==> src/rtl/bsd_pkg.sv <==
// Shared constants and width helper for the bit-splitter deserialiser.
package bsd_pkg;

  localparam int unsigned BSD_NUM_CH = 2;
  localparam int unsigned BSD_WORD_W = 4;

  // Bits needed to encode values 0..value-1, never less than one.
  function automatic int unsigned bsd_clog2(input int unsigned value);
    int unsigned r;
    r = 1;
    for (int i = 1; i < 32; i++) begin
      if ((32'd1 << i) < value) r = 32'(i + 1);
    end
    return r;
  endfunction

  localparam int unsigned BSD_SEL_W = bsd_clog2(BSD_NUM_CH);

endpackage

==> src/rtl/bsd_lane.sv <==
// One deserialiser lane: shift register, bit counter, holding register, valid and sticky overflow.
// Build option BSD_MSB_FIRST_EN shifts the first received bit into the word MSB.
module bsd_lane
  import bsd_pkg::*;
#(
  parameter int unsigned WORD_W = BSD_WORD_W
) (
  input  logic              clk,
  input  logic              reset,
  input  logic              shift_en_i,
  input  logic              in_bit_i,
  input  logic              flush_i,
  input  logic              out_ready_i,
  output logic              out_valid_o,
  output logic [WORD_W-1:0] out_word_o,
  output logic              overflow_o
);

  localparam int unsigned CNT_W = bsd_clog2(WORD_W + 1);
  localparam logic [CNT_W-1:0] CNT_FULL = CNT_W'(WORD_W);
  localparam logic [CNT_W-1:0] CNT_LAST = CNT_W'(WORD_W - 1);
  localparam logic [CNT_W-1:0] CNT_ONE  = CNT_W'(1);

  logic [WORD_W-1:0] shreg_q, shreg_d;
  logic [CNT_W-1:0]  cnt_q, cnt_d;
  logic [WORD_W-1:0] hold_q, hold_d;
  logic              valid_q, valid_d;
  logic              ovf_q, ovf_d;

  logic [WORD_W-1:0] shifted_c;
  logic              pop_c;
  logic              free_c;

`ifdef BSD_MSB_FIRST_EN
  assign shifted_c = {shreg_q[WORD_W-2:0], in_bit_i};
`else
  assign shifted_c = {in_bit_i, shreg_q[WORD_W-1:1]};
`endif

  assign pop_c  = valid_q & out_ready_i;
  // Holding register can accept a word this edge if empty or being drained.
  assign free_c = ~valid_q | out_ready_i;

  always_comb begin
    shreg_d = shreg_q;
    cnt_d   = cnt_q;
    hold_d  = hold_q;
    valid_d = valid_q;
    ovf_d   = ovf_q;

    if (pop_c) valid_d = 1'b0;

    if (flush_i) begin
      shreg_d = '0;
      cnt_d   = '0;
      ovf_d   = 1'b0;
    end else if (cnt_q == CNT_FULL) begin
      // A finished word is parked in the shift register.
      if (free_c) begin
        hold_d  = shreg_q;
        valid_d = 1'b1;
        if (shift_en_i) begin
          shreg_d = shifted_c;
          cnt_d   = CNT_ONE;
        end else begin
          cnt_d   = '0;
        end
      end else if (shift_en_i) begin
        ovf_d = 1'b1;
      end
    end else if (shift_en_i) begin
      shreg_d = shifted_c;
      if (cnt_q == CNT_LAST) begin
        if (free_c) begin
          hold_d  = shifted_c;
          valid_d = 1'b1;
          cnt_d   = '0;
        end else begin
          cnt_d   = CNT_FULL;
        end
      end else begin
        cnt_d = cnt_q + CNT_ONE;
      end
    end
  end

  always_ff @(posedge clk or posedge reset) begin
    if (reset) begin
      shreg_q <= '0;
      cnt_q   <= '0;
      hold_q  <= '0;
      valid_q <= 1'b0;
      ovf_q   <= 1'b0;
    end else begin
      shreg_q <= shreg_d;
      cnt_q   <= cnt_d;
      hold_q  <= hold_d;
      valid_q <= valid_d;
      ovf_q   <= ovf_d;
    end
  end

  assign out_valid_o = valid_q;
  assign out_word_o  = hold_q;
  assign overflow_o  = ovf_q;

endmodule

==> src/rtl/bit_split_deser.sv <==
// N-lane serial-to-parallel deserialiser: decodes the lane select and flattens lane words.
// Build option BSD_MSB_FIRST_EN selects MSB-first assembly in every lane.
module bit_split_deser
  import bsd_pkg::*;
#(
  parameter  int unsigned NUM_CH = BSD_NUM_CH,
  parameter  int unsigned WORD_W = BSD_WORD_W,
  localparam int unsigned SEL_W  = bsd_clog2(NUM_CH)
) (
  input  logic                     clk,
  input  logic                     reset,
  input  logic                     in_valid,
  input  logic [SEL_W-1:0]         in_sel,
  input  logic [NUM_CH-1:0]        in_data,
  input  logic                     flush,
  input  logic [NUM_CH-1:0]        out_ready,
  output logic [NUM_CH-1:0]        out_valid,
  output logic [NUM_CH*WORD_W-1:0] out_word,
  output logic [NUM_CH-1:0]        overflow
);

  logic [NUM_CH-1:0] shift_en_c;

  for (genvar k = 0; k < NUM_CH; k++) begin : g_lane
    // Selects beyond NUM_CH-1 match no lane and are silently ignored.
    assign shift_en_c[k] = in_valid & (in_sel == SEL_W'(k));

    bsd_lane #(
      .WORD_W (WORD_W)
    ) u_lane (
      .clk         (clk),
      .reset       (reset),
      .shift_en_i  (shift_en_c[k]),
      .in_bit_i    (in_data[k]),
      .flush_i     (flush),
      .out_ready_i (out_ready[k]),
      .out_valid_o (out_valid[k]),
      .out_word_o  (out_word[k*WORD_W +: WORD_W]),
      .overflow_o  (overflow[k])
    );
  end

endmodule

==> config.mk <==
export PLATFORM = sky130hd
export DESIGN_NAME = bit_split_deser
export DESIGN_NICKNAME = d
export VERILOG_FILES = /design/src/rtl/bsd_pkg.sv /design/src/rtl/bsd_lane.sv /design/src/rtl/bit_split_deser.sv
export SDC_FILE = /design/constraint.sdc
export NUM_CORES = 1
export LEC_CHECK = 0
export CORE_MARGIN = 4
export CORE_UTILIZATION = 30
export DETAILED_ROUTE_END_ITERATION = 7
export SYNTH_ARGS = -nofsm -noshare
export SYNTH_HDL_FRONTEND = slang
export SYNTH_SLANG_ARGS = --single-unit
==> constraint.sdc <==
create_clock -name clk -period 1.62 [get_ports clk]
set_clock_uncertainty 0.05 [all_clocks]
set_input_delay 0.486 -clock clk [delete_from_list [all_inputs] [get_ports clk]]
set_output_delay 0.486 -clock clk [all_outputs]
set_load 0.01 [all_outputs]
==> out/results.tsv <==
stage	metric	value	unit
die	core_region_area	4410	µm²
place	dp_slack	-0.481	ns
clocking	path_clk_slew	0.09	ns
worst_setup_path	r2r_cells	7	
final_layout	nClkBuffers	3	
pwr	pwr-share-comb	13.6	%
worst_setup_path	crit_path_max_incr_delay	0.51	ns
clocking	clock_path_buffers	2	
run_status	status	finished, final reports clean	
pwr	switchingPower	322	µW
final_layout	logic_gate_count	100	
drt	avgRoutedWirePerCell	13.4	µm
final_layout	antenna_cells	0	
final_layout	final_cell_mix	dfrtp_1, buf_4, a21oi_1	
synth	ff_type	dfrtp_1	
min_path	min_path_cells	2	
worst_setup_path	critical_path.cell_chain	clkdlybuf4s50_1, and4b_2, a21oi_1, mux2i_1, nor2_1	
final_layout	drive_gt1_share	27.6	%
job	cap_violations	0	
die	ios	21	
synth	yosysTopAreaCell	dfrtp_1	
synth	synth_nets	154	
min_path	hold_class	reg2reg	
drt	drt_iter0_markers	53	
drt	routed-wl-met3	57	µm
global_routing	grt_pass1_wl	5280	µm
synth	yosysTopAreaCellShare	46.7	%
worst_setup_path	worstReg2RegStart	g_lane[0].u_lane.cnt_q[1]	
pwr	seqPwrFrac	48.9	%
final_layout	fillers	417	
worst_setup_path	crit_required	1.73	ns
global_routing	met2_usage	18.8	%
place	place_inst	224	
pwr	top_power_group	registers	
final_timing	finalSetupTns	0	ns
final_layout	layout.nets	195	
worst_setup_path	path_depth	5	
synth	netlist_instances	141	
pwr	p_int	1.10	mW
clocking	cts.sinks	26	
worst_setup_path	r2r-end	g_lane[0].u_lane.shreg_q[3]	
min_path	min_to	g_lane[0].u_lane.overflow_o	
pwr	clkPwrFrac	37.6	%
final_layout	finalInstanceArea	1950	µm²
final_layout	syn2layout_area_growth	40.3	%
place	gp_congestion	0.861	
pwr	power.total	1.43	mW
final_layout	nonClkBufAreaFrac	19.5	%
worst_setup_path	cp.arrival	1.72	ns
global_routing	track_usage	11.1	%
job	warnings	29	
final_layout	inverters	7	
die	rows	24	
global_routing	grt_use_met3	1.65	%
final_timing	slew_headroom	76.8	%
worst_setup_path	crit_fanout	5	
final_layout	clock_area_share	3.65	%
global_routing	grt_util_met1	13.3	%
clocking	cts_resized	19	
final_timing	fmax	0.620	GHz
drt	drc	0	
die	dieWidth	76.1	µm
worst_setup_path	crit_slowest_cell	clkdlybuf4s50_1	
pwr	powerDensity	730	nW/µm²
cells in the mapped netlist (all sizes together) (2+ instances only):
| library cell | n |
|---|---|
| and2b | 2 |
| mux2i | 13 |
| nor3 | 3 |
| a21oi | 19 |
| inv | 7 |
| nor2 | 18 |
| clkbuf | 3 |
| nor2b | 2 |
| dfrtp | 26 |
| a21o | 2 |
| nand2b | 2 |
| ha | 4 |
| a31oi | 2 |
| o21ai | 9 |
| nand2 | 10 |
| buf | 5 |
| a211oi | 4 |
kinds of logic after synthesis:
logic type	share of synthesized area (%)
AND/OR/NAND/NOR	16.4
buffers and inverters	5.93
flip-flops	46.7
adder cells (fa/ha/maj)	3.59
AND-OR/OR-AND	18.1
multiplexers	9.34
**Sequential cells coloured by netlist name**

Other sequential cells in the stronger grey, the rest of the logic in the fainter grey.
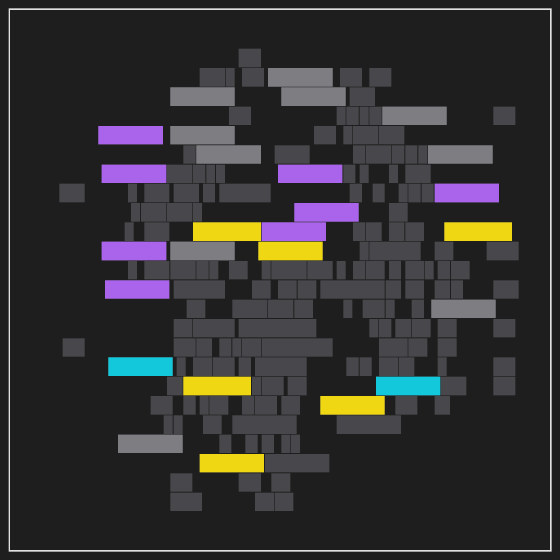
legend:
  `g_lane.u_lane.shreg_q`:
    colour: purple
    placed_flops: 8
  `g_lane.u_lane.cnt_q`:
    colour: yellow
    placed_flops: 6
  `g_lane.u_lane.out_valid_o`:
    colour: cyan
    placed_flops: 2
Reg area: 654 µm²
Core Util, Final: 44.2%

**Logic cells by family**

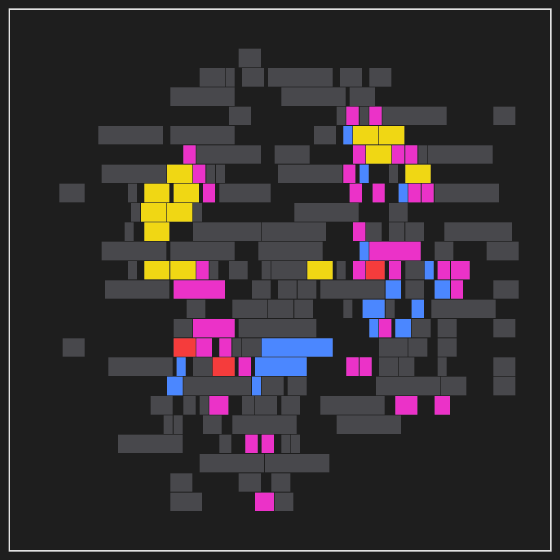
legend:
  inverting AOI/OAI gates:
    colour: magenta
    cells: 35
  multiplexers:
    colour: yellow
    cells: 13
  AND-OR and OR-AND gates:
    colour: red
    cells: 3
  NAND gates:
    colour: blue
    cells: 16
post-route insts no fill: 233
Comb area share: 38.6%

Power figures rest on the tool's default switching activity, not on a simulated workload.
